<file path="config.mk">
export PLATFORM = sky130hd
export DESIGN_NAME = button_gesture_decoder
export DESIGN_NICKNAME = d
export VERILOG_FILES = /design/src/rtl/button_pkg.sv /design/src/rtl/button_edge_detect.sv /design/src/rtl/button_gesture_decoder.sv
export SDC_FILE = /design/constraint.sdc
export NUM_CORES = 1
export LEC_CHECK = 0
export ABC_AREA = 1
export CORE_UTILIZATION = 60
export DETAILED_ROUTE_END_ITERATION = 8
export PLACE_DENSITY = 0.8
export SLEW_MARGIN = 20
export SYNTH_ARGS = -nofsm -noshare
export SYNTH_HDL_FRONTEND = slang
export SYNTH_SLANG_ARGS = --single-unit
</file>
<file path="constraint.sdc">
create_clock -name i_Clk -period 4.2 [get_ports i_Clk]
set_input_delay 0.42 -clock i_Clk [delete_from_list [all_inputs] [get_ports i_Clk]]
set_output_delay 0.42 -clock i_Clk [all_outputs]
set_load 0.01 [all_outputs]
</file>
<file path="src/rtl/button_pkg.sv">
// ---------------------------------------------------------------------------
// button_pkg
// Shared definitions for the push-button gesture decoder:
//   - 3-bit state encodings for the gesture FSM and the matching enum type
//   - default cycle counts for a 25 MHz board clock
//   - small helper used to size the shared cycle counter
// ---------------------------------------------------------------------------
package button_pkg;

  localparam logic [2:0] ST_IDLE      = 3'd0;
  localparam logic [2:0] ST_PRESS1    = 3'd1;
  localparam logic [2:0] ST_WAIT_GAP  = 3'd2;
  localparam logic [2:0] ST_PRESS2    = 3'd3;
  localparam logic [2:0] ST_LONG_HELD = 3'd4;

  typedef enum logic [2:0] {
    IDLE      = ST_IDLE,
    PRESS1    = ST_PRESS1,
    WAIT_GAP  = ST_WAIT_GAP,
    PRESS2    = ST_PRESS2,
    LONG_HELD = ST_LONG_HELD
  } gesture_state_t;

  // 0.5 s and 0.25 s at 25 MHz
  localparam int LONG_PRESS_25MHZ = 12_500_000;
  localparam int DOUBLE_GAP_25MHZ = 6_250_000;

  function automatic int max_int(input int a, input int b);
    return (a > b) ? a : b;
  endfunction

endpackage

</file>
<file path="src/rtl/button_edge_detect.sv">
// ---------------------------------------------------------------------------
// button_edge_detect
// Registers the debounced button level and derives its edges.
//   clk            : system clock
//   rst_n          : asynchronous active-low reset
//   level          : debounced button level, 1 = pressed
//   rise / fall    : combinational edge indications for the gesture FSM
//   press_strobe   : registered one-cycle strobe on each 0->1 edge
//   release_strobe : registered one-cycle strobe on each 1->0 edge
// ---------------------------------------------------------------------------
module button_edge_detect (
  input  logic clk,
  input  logic rst_n,
  input  logic level,
  output logic rise,
  output logic fall,
  output logic press_strobe,
  output logic release_strobe
);

  logic r_Prev;

  // r_Prev resets to 0, so a button held through reset is seen as a fresh
  // press on the first cycle after reset is released.
  assign rise = level & ~r_Prev;
  assign fall = ~level & r_Prev;

  always_ff @(posedge clk or negedge rst_n) begin
    if (!rst_n) begin
      r_Prev         <= 1'b0;
      press_strobe   <= 1'b0;
      release_strobe <= 1'b0;
    end else begin
      r_Prev         <= level;
      press_strobe   <= rise;
      release_strobe <= fall;
    end
  end

endmodule

</file>
<file path="src/rtl/button_gesture_decoder.sv">
// ---------------------------------------------------------------------------
// button_gesture_decoder
// Turns a debounced button level into one-cycle gesture events.
//   i_Clk       : system clock
//   i_Rst_L     : asynchronous active-low reset
//   i_Debounced : debounced switch level, 1 = pressed
//   o_Press     : strobe on each press edge
//   o_Release   : strobe on each release edge
//   o_Short     : strobe for a single click (no second press within the gap)
//   o_Long      : strobe when a press lasts LONG_PRESS_CYCLES
//   o_Double    : strobe on release of the second press of a double click
//   o_Held      : level, high while a long press is still held
// All outputs are registered; strobes appear one cycle after the sampled
// edge or FSM decision that causes them.
// ---------------------------------------------------------------------------
module button_gesture_decoder
  import button_pkg::*;
#(
  parameter int LONG_PRESS_CYCLES = LONG_PRESS_25MHZ,
  parameter int DOUBLE_GAP_CYCLES = DOUBLE_GAP_25MHZ
) (
  input  logic i_Clk,
  input  logic i_Rst_L,
  input  logic i_Debounced,
  output logic o_Press,
  output logic o_Release,
  output logic o_Short,
  output logic o_Long,
  output logic o_Double,
  output logic o_Held
);

  localparam int CNT_W = $clog2(max_int(LONG_PRESS_CYCLES, DOUBLE_GAP_CYCLES));
  localparam logic [CNT_W-1:0] LONG_LIMIT = CNT_W'(LONG_PRESS_CYCLES - 1);
  localparam logic [CNT_W-1:0] GAP_LIMIT  = CNT_W'(DOUBLE_GAP_CYCLES - 1);

  gesture_state_t   state, next_state;
  logic [CNT_W-1:0] r_Count, count_next;
  logic             rise, fall;
  logic             short_next, long_next, double_next, held_next;

  button_edge_detect u_edge (
    .clk            (i_Clk),
    .rst_n          (i_Rst_L),
    .level          (i_Debounced),
    .rise           (rise),
    .fall           (fall),
    .press_strobe   (o_Press),
    .release_strobe (o_Release)
  );

  // State, shared counter and registered gesture outputs.
  always_ff @(posedge i_Clk or negedge i_Rst_L) begin
    if (!i_Rst_L) begin
      state    <= IDLE;
      r_Count  <= '0;
      o_Short  <= 1'b0;
      o_Long   <= 1'b0;
      o_Double <= 1'b0;
      o_Held   <= 1'b0;
    end else begin
      state    <= next_state;
      r_Count  <= count_next;
      o_Short  <= short_next;
      o_Long   <= long_next;
      o_Double <= double_next;
      o_Held   <= held_next;
    end
  end

  // Next-state logic. Edges are checked before the counter limits so that
  // a release on the long-limit cycle and a press on the gap-limit cycle
  // both take precedence over the timeout. Every transition clears the
  // counter; states that do not time anything simply hold it at zero.
  always_comb begin
    next_state  = state;
    count_next  = r_Count + CNT_W'(1);
    short_next  = 1'b0;
    long_next   = 1'b0;
    double_next = 1'b0;
    case (state)
      IDLE: begin
        count_next = '0;
        if (rise) next_state = PRESS1;
      end
      PRESS1: begin
        if (fall) begin
          next_state = WAIT_GAP;
          count_next = '0;
        end else if (r_Count == LONG_LIMIT) begin
          next_state = LONG_HELD;
          count_next = '0;
          long_next  = 1'b1;
        end
      end
      WAIT_GAP: begin
        if (rise) begin
          next_state = PRESS2;
          count_next = '0;
        end else if (r_Count == GAP_LIMIT) begin
          next_state = IDLE;
          count_next = '0;
          short_next = 1'b1;
        end
      end
      PRESS2: begin
        count_next = '0;
        if (fall) begin
          next_state  = IDLE;
          double_next = 1'b1;
        end
      end
      LONG_HELD: begin
        count_next = '0;
        if (fall) next_state = IDLE;
      end
      default: begin
        next_state = IDLE;
        count_next = '0;
      end
    endcase
    held_next = (next_state == LONG_HELD);
  end

endmodule

</file>
==> flow_summary.ini, run 1 <==
; flow metrics
[worst_setup_path]
path_max_fanout = 18
cp_cell_sequence = ha_1, nand3_2, inv_2, nand2_2, nor2_2, nand3_1, nand2_2, nand2_4, inv_6, nor2_1
cpMaxStageDelayCell = dfrtp_1
cp_slowest_stage_delay_ps = 430
end_kind = flip-flop
crit_top_cell = nand2_2
crit_buf_inv = 2
critical_path.startpoint_type = flip-flop
cp.required_ps = 4440
critPathKind = flip-flop to flip-flop
critical-path-top-delay-family = simple AND/OR/NAND/NOR gates
crit_arrival_ps = 1990

[global_routing]
antenna_found_initial = 0
grt_pass1_vias = 1614
grt_first_pass_wirelength_um = 7040
grt_start_max_net_pins = 35
overflow = 0

[synth]
ys_warn_count = 0
avgSynthCellArea_um2 = 7.58
ys_chip_area_mm2 = 0.00196
yosysTopAreaCell = dfrtp_1
synth_area_mm2 = 0.00196
ys.flops = 34
ys_sh_xor = 0.0672
edf_count = 0
ys_cells = 258
ys_top_logic_family = simple AND/OR/NAND/NOR gates
syn_nets = 262
most_common_cell = nand2_1
synth_adder_area_share = 0.00640
ff_type = dfrtp_1
synth_cell_types = 24
postSynth.asyncResetShare = 1.00
topCellsByArea = dfrtp_1 44%, nand2_1 9.6%, nor2_1 8.6%
ys_sh_mux = 0
synth_seq_share = 0.435
common_cells = 50 x nand2_1, 45 x nor2_1, 34 x dfrtp_1, 34 x inv_1, 17 x nand3_1
yosys.area_share.simple = 0.377

[layout]
n_antenna_cell = 0
buf_share = 0.0415
largestClassByArea = logic gates
comb_area_share = 0.439
layout-drive-gt1-share = 0.107
layout_top_cells = 50 x nand2_1, 45 x nor2_1, 34 x inv_1, 34 x dfrtp_1, 17 x nand3_1
layout_top_cell = nand2_1
seq_area_um2 = 851
nFlopsAndLatches = 34
buffers = 9
num-fill-cells = 282
nets = 274
comb.multi_input.count = 183
postLayoutCoreUtil = 0.686
inv_count = 37
nClkBuffers = 5
clockNetworkAreaShare = 0.0225
seq_share = 0.403
area_delta_synth_final_pct = 7.93

[routing]
final_antenna_net_count = 0
wire_per_inst_um = 13.2
num_vias = 1685
drt_pass1_iterations = 4
drc = 0
drtIter0Drc = 172

[clock_tree]
path_clk_slew_ps = 100
numCtsBuffers = 5
ctsResizeCount = 0
root_buffer = clkbuf_4
cts_tree = built
clkLatencyLatePin_ps = 340
cts_hold_buf = 0
htree_levels = 2
cts.sinks = 34
clk_path_buf_depth = 2

[floorplan]
core_region_area_mm2 = 0.00308
tap_cells = 44
initial_core_util = 0.635
io-pin-count = 9
die_w_um = 59.1
chip_area_mm2 = 0.00349

[flow_run]
tool_warnings = 26

[final_timing]
fmax_mhz = 570
relSlewSlack = 0.724
slew_viol_final = 0
grt_setup_unrepaired = false
layout_min_cycle_time_ps = 1750
final-setup-viol-count = 0
fin_worst_skew_ps = 9.67

[placed_design]
gp_congestion = 1.04
port_buffers = 8

[worst_hold_path]
min_path_type = flip-flop to flip-flop

[power]
p_leak_nw = 0.856
total_power_w = 0.000691
irDropWorstVdd_mv = 0.187

[run_status]
status = complete, no violations
## run 1: through the flow
step	cell area, um2	hold WS, ps	std cells	setup WS, ps
after global routing	2110	486	314	2290
after CTS	2110	466	314	2440
final	2110	465	314	2450
after floorplan	1960	124	258	2590
after global placement	2060	442	307	2390
after detailed placement	2060	451	307	2330
## run 1: layer usage
metal | wire length, um | vias up | track usage
met5 | 0 | - | 0
met4 | 117 | 0 | 0.146
met3 | 208 | 12 | 0.0459
met2 | 1960 | 46 | 0.455
met1 | 1850 | 780 | 0.354
li1 | - | 847 | -
## run 1: state kept, by name (all words and copies together), names as in the netlist
| register | flops |
|---|---|
| u_edge.r_Prev | 1 |
| u_edge.release_strobe | 1 |
| o_Held | 1 |
| r_Count | 24 |
| state | 3 |
| o_Long | 1 |
| o_Short | 1 |
| o_Double | 1 |
| u_edge.press_strobe | 1 |
## run 1: report_power, final
group	switching, W	total, W	leakage [nW]	internal (W)
sequential	0.0000189	0.000367	0.466	0.000348
combinational	0.000114	0.000158	0.360	0.0000437
clock	0.000106	0.000166	0.0308	0.0000601
total	0.000240	0.000691	0.856	0.000451
## run 1: final timing paths
| path | startpoint | to | slack [ps] | depth (start not counted) |
|---|---|---|---|---|
| max | r_Count[0]$_DFF_PN0_ | r_Count[20]$_DFF_PN0_ | 2450 | 10 |
| min | u_edge.r_Prev$_DFF_PN0_ | u_edge.press_strobe$_DFF_PN0_ | 460 | 1 |
| max in group asynchronous | i_Rst_L | r_Count[13]$_DFF_PN0_ | 3430 | 2 |
| min in group asynchronous | i_Rst_L | o_Held$_DFF_PN0_ | 470 | 2 |
| min reg2reg | u_edge.r_Prev$_DFF_PN0_ | u_edge.press_strobe$_DFF_PN0_ | 460 | 1 |
| max reg2reg | r_Count[0]$_DFF_PN0_ | r_Count[20]$_DFF_PN0_ | 2450 | 10 |
Figure 1. Sequential cells grouped by signal name (run 1).
The bar under the picture is 20 um long.
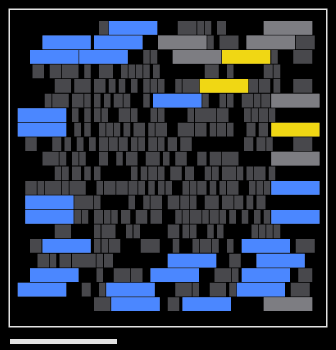
| colour | netlist name | flops |
|---|---|---|
| yellow | state | 3 |
| blue | r_Count | 24 |
not coloured: 7

Figure 2. Placement by cell class (run 1).
The bar under the picture is 20 um long.
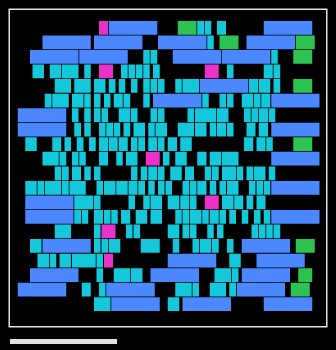
| colour | class | cells |
|---|---|---|
| magenta | clock drivers and dummy loads | 7 |
| green | other buffers and delay cells | 9 |
| cyan | combinational and other logic | 220 |
| blue | flops | 34 |

Figure 3. Gate-type map (run 1).
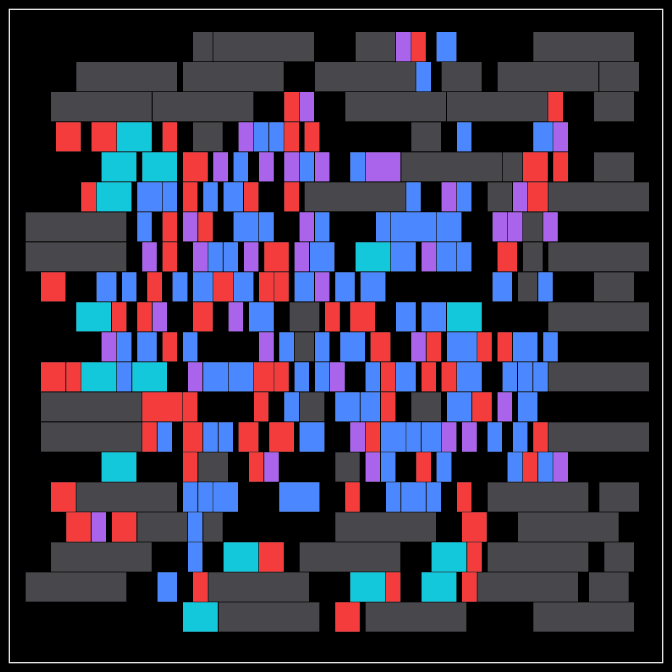
| colour | family | cells |
|---|---|---|
| blue | NAND gates | 89 |
| red | NOR gates | 70 |
| cyan | XOR/XNOR gates | 15 |
| purple | inverters | 37 |

Figure 4. Track usage over the die (run 1).
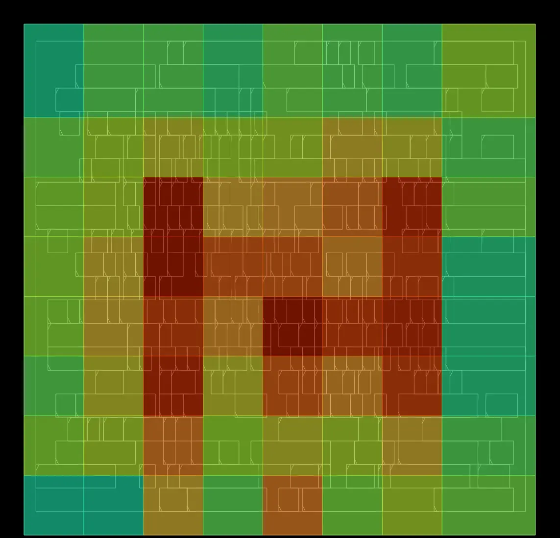
GRT met1 Usage: 0.354
Global Route Usage Sum: 0.278
GRT met3 Usage: 0.0459

Figure 5. Routed clock nets over the placement (run 1).
The bar under the picture is 20 um long.
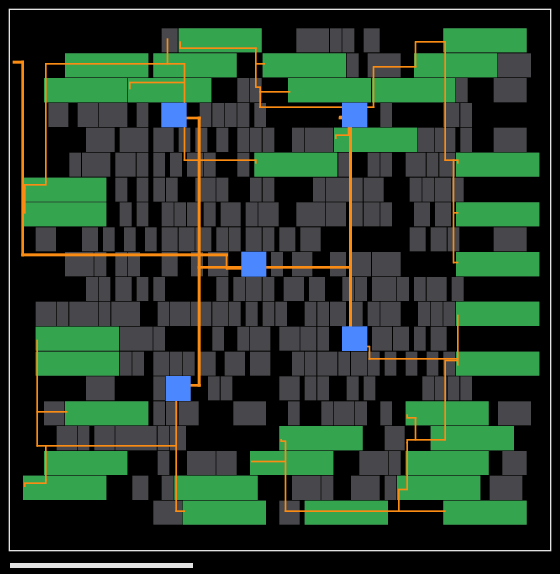

==> inputs of run 2 (changes only) <==
--- a/config.mk
+++ b/config.mk
@@ -6,9 +6,9 @@
 export NUM_CORES = 1
 export LEC_CHECK = 0
 export ABC_AREA = 1
-export CORE_UTILIZATION = 60
+export CORE_UTILIZATION = 54
 export DETAILED_ROUTE_END_ITERATION = 8
-export PLACE_DENSITY = 0.8
+export PLACE_DENSITY = 0.76
 export SLEW_MARGIN = 20
 export SYNTH_ARGS = -nofsm -noshare
 export SYNTH_HDL_FRONTEND = slang
==> constraint.sdc (replaced) <==
create_clock -name i_Clk -period 1.59 [get_ports i_Clk]
set_input_delay 0.159 -clock i_Clk [delete_from_list [all_inputs] [get_ports i_Clk]]
set_output_delay 0.159 -clock i_Clk [all_outputs]
set_load 0.01 [all_outputs]
Figure 6. Routed clock nets over the placement (run 2).
The bar under the picture is 20 um long.
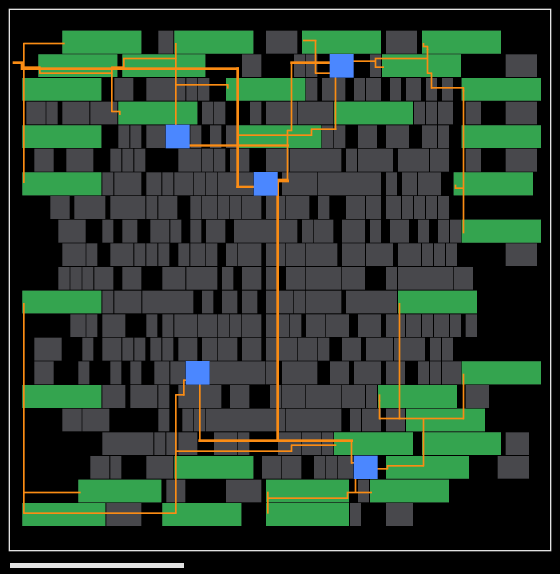
[blue] clock drivers | count: 5
[orange] clock wires | length: 410 um
[green] flip-flops | count: 34
routed clock nets: 6

Figure 7. Track usage over the die (run 2).
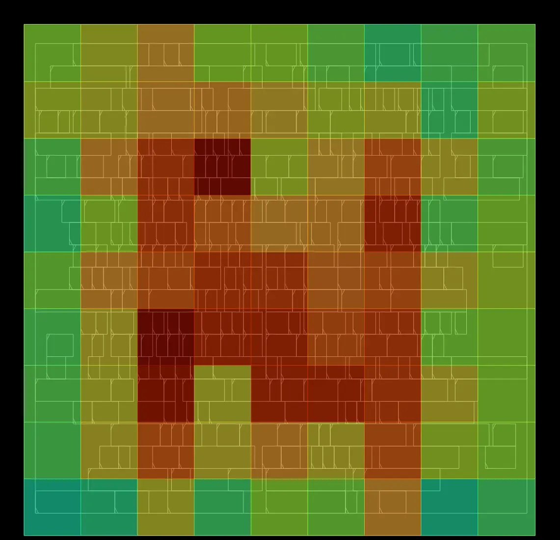
busiest grt layer: met2
GRT met1 Usage: 0.360

Figure 8. Gate-type map (run 2).
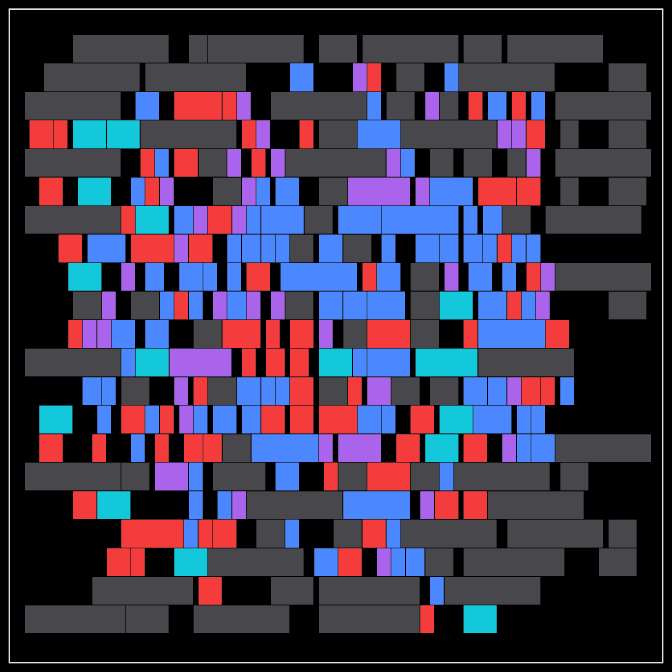
| colour | family | cells |
|---|---|---|
| purple | inverters | 40 |
| red | NOR gates | 70 |
| blue | NAND gates | 90 |
| cyan | XOR/XNOR gates | 15 |

==> run 2 against run 1 <==
The run now ends with setup timing left. Synthesized area is the same. Synthesized cell count is the same. Highest routed layer unchanged. Combinational power grew to 5.3 times the previous value. Worst setup slack lost 2500 ps. First-iteration DRC count grew 16%. Cell area grew 23%.
==> flow_summary.ini, run 2 <==
; flow metrics
[power]
power-top-group = registers
internal-power_w = 0.00140
seqPwrFrac = 0.428
p_clk_frac = 0.205
irDropWorstVdd_mv = 0.502
p_sw_frac = 0.385
power_frac_comb = 0.366
seq-power_w = 0.000973
p_leak_nw = 1.07
powerClk_w = 0.000467
p_comb_w = 0.000832
powerDensity_mw_per_mm2 = 877
netSwitchingPower_w = 0.000874

[layout]
layout_top_cells = 45 x nand2_1, 33 x inv_1, 30 x nor2_1
area_delta_synth_final_pct = 32.4
largestRegisters = r_Count x24, state x3
postLayoutCoreUtil = 0.758
n_antenna_cell = 0
seq_area_um2 = 860
layout-drive-gt1-share = 0.324
largest-register = r_Count
num-fill-cells = 248
largest_reg_flops = 24
layout_top_cell = nand2_1
logic_area_mm2 = 0.00114
nets = 304

[clock_tree]
cts_tree = built
path_clk_slew_ps = 100
clk_path_buf_depth = 2
cts_hold_buf = 0
clkLatencyLatePin_ps = 340
numCtsBuffers = 5
htree_levels = 2
root_buffer = clkbuf_4
cts.sinks = 34

[global_routing]
grt_use_met3 = 0.0607
grt_first_pass_wirelength_um = 7730
overflow = 0
antenna_found_initial = 0
grtUsageTotal = 0.260
grt_pass1_vias = 1641
grt_start_max_net_pins = 35
met2_usage = 0.400

[placed_design]
port_buffers = 8
gp_congestion = 0.988
dp_slack_ps = 11.5
hpwl_um = 3510

[floorplan]
die_w_um = 62.2
chip_area_mm2 = 0.00387
die_h_um = 62.2
io-pin-count = 9
num_rows = 21
core_region_area_mm2 = 0.00342
initial_core_util = 0.573

[routing]
drt_pass1_iterations = 5
via_per_inst = 5.51
drc = 0
final_antenna_net_count = 0
num_vias = 1902
wl_um = 5290
wire_per_inst_um = 15.3
drtIter0Drc = 200

[worst_setup_path]
critical-path-top-delay-family = simple AND/OR/NAND/NOR gates
crit_top_cell = nor2_2
cp_slowest_stage_delay_ps = 430
critPathKind = flip-flop to flip-flop
end_kind = flip-flop
critical_path.startpoint_type = flip-flop
cpMaxStageDelayCell = dfrtp_1
crit_buf_inv = 2
cp_cell_sequence = inv_1, nand4_1, nor2_2, nand3_1, nand3_4, nand2_8, inv_8, nor2_2
cp.required_ps = 1820
path_max_fanout = 5
crit_arrival_ps = 1890

[final_timing]
fin_worst_skew_ps = 5.35
slew_viol_final = 0
layout_min_cycle_time_ps = 1660
grt_setup_unrepaired = true
fin_crit_sh = 1.04
fmax_mhz = 602
fin_ws_ps = -70.4
final-setup-viol-count = 23
hold_viol = 0
relSlewSlack = 0.720
worstMarginPinSlew_ps = 420
worst_hold_slack_ps = 219
tns_ps = -1160

[synth]
most_common_cell = nand2_1
top_area_frac = 0.435
ff_type = dfrtp_1
ys_chip_area_mm2 = 0.00196
syn_nets = 262
postSynth.asyncResetShare = 1.00
yosysTopAreaCell = dfrtp_1
edf_count = 0
synth_area_mm2 = 0.00196
ys.flops = 34
common_cells = 50 x nand2_1, 45 x nor2_1, 34 x dfrtp_1, 34 x inv_1, 17 x nand3_1
syn_inst = 258
ys_warn_count = 0
synth_cell_types = 24
avgSynthCellArea_um2 = 7.58
ys_cells = 258
synth_seq_share = 0.435
topCellsByArea = dfrtp_1 44%, nand2_1 9.6%, nor2_1 8.6%

[flow_run]
drv_cap = 0
tool_warnings = 27

[worst_hold_path]
min_path_type = primary input to asynchronous set/reset pin

[run_status]
violations = setup timing
status = finished with violations
## run 2: cell families after synthesis
| kind of cell | Yosys count | synth area share |
|---|---|---|
| and+or+nand+nor | 159 | 0.377 |
| buffers and inverters | 41 | 0.0915 |
| DFF | 34 | 0.435 |
| xor gates and xnor gates | 15 | 0.0672 |
| AOI/OAI and AO/OA | 8 | 0.0224 |
| adders and majority gates | 1 | 0.00640 |
## run 2: worst paths after layout
kind / from / endpoint / slack, ps / depth (start not counted)
max: r_Count[5]$_DFF_PN0_ / r_Count[2]$_DFF_PN0_ / -70 / 8
min: i_Rst_L / r_Count[18]$_DFF_PN0_ / 220 / 2
max reg2reg: r_Count[5]$_DFF_PN0_ / r_Count[2]$_DFF_PN0_ / -70 / 8
min reg2reg: u_edge.r_Prev$_DFF_PN0_ / u_edge.press_strobe$_DFF_PN0_ / 460 / 1
max in group asynchronous: i_Rst_L / r_Count[15]$_DFF_PN0_ / 1040 / 2
min in group i_Clk: i_Debounced / u_edge.r_Prev$_DFF_PN0_ / 290 / 1
## run 2: timing repair
action | in CTS | in global routing
cloned | 0 | 4
setup buffers | 0 | 12
endpoints found under the setup margin | 2 | 24
pin swaps | 0 | 11
gates resized | 2 | 58
## run 2: area by class of cell
class,instances,share of cell area
Multi-Input combinational cell,184,0.440
Sequential cell,34,0.332
Timing Repair Buffer,35,0.112
Inverter,37,0.0594
Tap cell,46,0.0222
Clock buffer,6,0.0198
Timing Repair inverter,3,0.0140
## run 2: per-layer routing
layer  vias up  share of wire
met4         0          0.023
met5         -              0
met1       895           0.41
met2        79           0.49
li1        912              -
met3        16          0.073
## run 2: per-stage QoR
stage,area (um2),cells,power [W]
floorplan,1970,258,0.00138
global placement,2180,323,0.00146
detailed placement,2180,323,0.00146
CTS,2240,329,0.00194
global route,2590,345,0.00243
finish,2590,345,0.00227
Figure 9. Placement by cell class (run 2).
The bar under the picture is 20 um long.
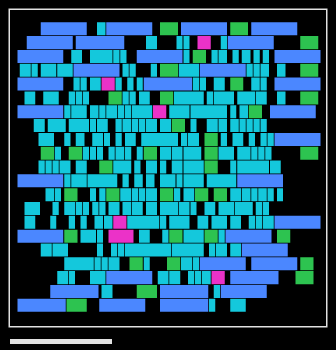

==> inputs of run 3 (changes only) <==
--- a/config.mk
+++ b/config.mk
@@ -9,6 +9,7 @@
 export CORE_UTILIZATION = 54
 export DETAILED_ROUTE_END_ITERATION = 8
 export PLACE_DENSITY = 0.76
+export SETUP_SLACK_MARGIN = 0.4
 export SLEW_MARGIN = 20
 export SYNTH_ARGS = -nofsm -noshare
 export SYNTH_HDL_FRONTEND = slang
Figure 10. Placement by cell class (run 3).
The bar under the picture is 20 um long.
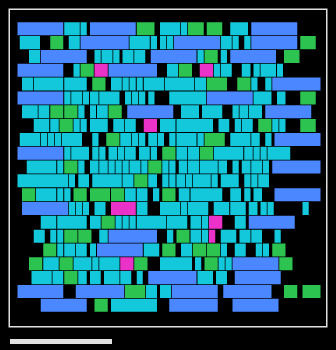
| colour | class | cells |
|---|---|---|
| magenta | clock drivers and dummy loads | 7 |
| cyan | combinational and other logic | 224 |
| green | other buffers and delay cells | 50 |
| blue | flops | 34 |

Figure 11. Track usage over the die (run 3).
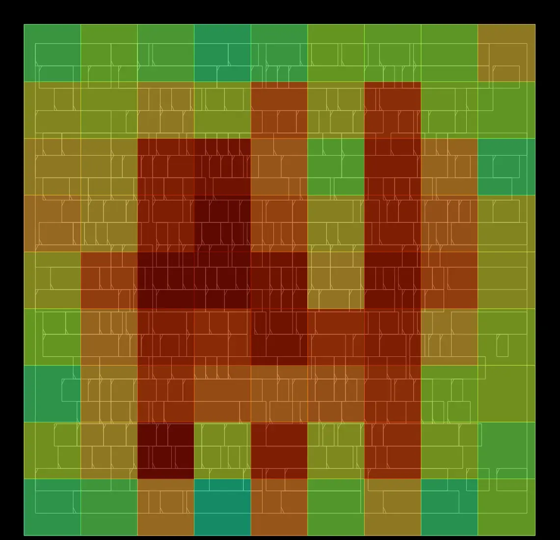
GRT met1 Usage: 0.380
GRT met3 Usage: 0.0735
DR WL/cell: 17.4 um
post-layout util: 0.828
met2 Use GR: 0.555

==> run 3 against run 2 <==
The run still ends with setup timing left. Sequential cell count unchanged. Register-to-register slack about the same. Critical endpoint is now r_Count[21]$_DFF_PN0_. Via count up 12%. Cell area increased by 9.3%. Synthesized cell count is the same. Highest routed layer unchanged.
==> flow_summary.ini, run 3 <==
; flow metrics
[run_status]
status = finished with violations
violations = setup timing

[clock_tree]
clk_path_buf_depth = 2
cts_tree = built
cts.sinks = 34
cts_hold_buf = 0
root_buffer = clkbuf_4
clkLatencyLatePin_ps = 330
numCtsBuffers = 5

[layout]
n_antenna_cell = 0
layout-drive-gt1-share = 0.438
nets = 319
largest_reg_flops = 24
fin_cells = 361
largest-register = r_Count

[final_timing]
fin_ws_ps = -82.6
final-setup-viol-count = 18
relSlewSlack = 0.711
worstMarginPinSlew_ps = 434
fin_worst_skew_ps = 6.82
fin_crit_sh = 1.05
grt_setup_unrepaired = true
hold_viol = 0
slew_viol_final = 0
fmax_mhz = 598
layout_min_cycle_time_ps = 1670

[synth]
synth_cell_types = 24
syn_inst = 258
syn_nets = 262
ys.flops = 34
ff_type = dfrtp_1
ys_warn_count = 0
yosysTopAreaCell = dfrtp_1
yosys.area_share.simple = 0.377
ys_top_logic_family = simple AND/OR/NAND/NOR gates
ys_cells = 258
ys_sh_mux = 0
top_area_frac = 0.435
edf_count = 0
postSynth.asyncResetShare = 1.00
synth_seq_share = 0.435
synth_adder_area_share = 0.00640
ys_chip_area_mm2 = 0.00196

[worst_setup_path]
reg2regPathDepth = 8
setup.worst_path.start = r_Count[6]$_DFF_PN0_
crit_arrival_ps = 1910
crit_top_cell = nand2_1
critPathKind = flip-flop to flip-flop
crit_buf_inv = 1
cp.depth = 8
r2r_start = r_Count[6]$_DFF_PN0_
critical_path.startpoint_type = flip-flop
end_kind = flip-flop
cp_cell_sequence = nand2_1, nor2_1, nand2_1, nor3_1, nand2_1, xor2_1, nand2_2, inv_1
path_max_fanout = 4
cpMaxStageDelayCell = dfrtp_1
cp.required_ps = 1830
crit_path_end = r_Count[21]$_DFF_PN0_
rrSetupSlack_ps = -80
r2r_end = r_Count[21]$_DFF_PN0_

[global_routing]
overflow = 0
grt_start_max_net_pins = 35
grt_pass1_vias = 2022
antenna_found_initial = 0
grtUsageTotal = 0.324

[power]
irDropWorstVdd_mv = 0.579
p_sw_frac = 0.410
total_power_w = 0.00249
internal-power_w = 0.00147
netSwitchingPower_w = 0.00102
power_frac_comb = 0.412
powerDensity_mw_per_mm2 = 880
seqPwrFrac = 0.395
p_clk_frac = 0.194

[routing]
drt_pass1_iterations = 7
final_antenna_net_count = 0
drc = 0
via_per_inst = 5.89

[floorplan]
die_w_um = 62.2
num_rows = 21
chip_area_mm2 = 0.00387
initial_core_util = 0.573
die_h_um = 62.2

[placed_design]
hpwl_um = 3680
dp.cells = 327
dp_slack_ps = 2.32
gp_congestion = 0.986

[worst_hold_path]
min_path_type = primary input to asynchronous set/reset pin

[flow_run]
tool_warnings = 29
Figure 12. Gate-type map (run 3).
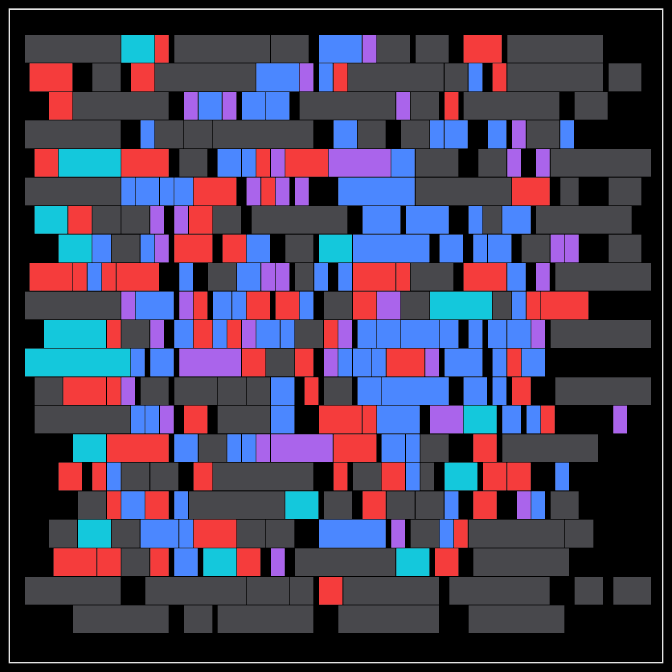
| colour | family | cells |
|---|---|---|
| cyan | XOR/XNOR gates | 15 |
| purple | inverters | 40 |
| blue | NAND gates | 90 |
| red | NOR gates | 70 |

[run 3: cell counts after synthesis]
Identical to the previous run, type by type.
[run 3: final cells by class]
type | count | area [um2]
multi-input cells | 184 | 1260
flip-flops and latches | 34 | 862
fillers | 198 | 587
repair buffers | 50 | 403
inverters | 37 | 154
well taps | 46 | 57.6
clock buffers | 7 | 55.1
repair inverters | 3 | 41.3
[run 3: power groups by stage]
stage	Clock, W	Sequential (W)	Combinational, W
6_report	0.000482	0.000982	0.00102
3_3_place_gp	0	0.000986	0.000509
4_1_cts	0.000495	0.000973	0.000865
2_1_floorplan	0	0.000994	0.000391
5_1_grt	0.000527	0.000989	0.00109
3_5_place_dp	0	0.000987	0.000540
[run 3: metal layers]
layer | global-route usage | vias to the layer above | part of all wire
met5 | 0 | - | 0
met4 | 0.163 | 0 | 0.055
met3 | 0.0735 | 47 | 0.093
met2 | 0.555 | 155 | 0.49
met1 | 0.380 | 992 | 0.36
li1 | - | 934 | -
[run 3: worst register-to-register path, cell delays in order (launching register included)]
cell	delay, ps
dfrtp_1	410
nand2_1	170
nor2_1	190
nand2_1	130
nor3_1	240
nand2_1	140
xor2_1	180
nand2_2	80
inv_1	40
[run 3: per-stage QoR]
stage               TNS, ps  cell area, um2
CTS                       0            2590
global route           -741            2830
detailed placement        0            2240
floorplan                 0            2000
global placement          0            2240
finish                 -441            2830
[run 3: timing repair]
action / 4_1_cts / 5_1_grt
endpoints found under the hold margin: 0 / 0
pin swaps: 21 / 14
gates resized: 55 / 42
buffers inserted: 14 / 9
gates cloned: 4 / 0
endpoints found under the setup margin: 36 / 30
Power figures rest on the tool's default switching activity, not on a simulated workload.
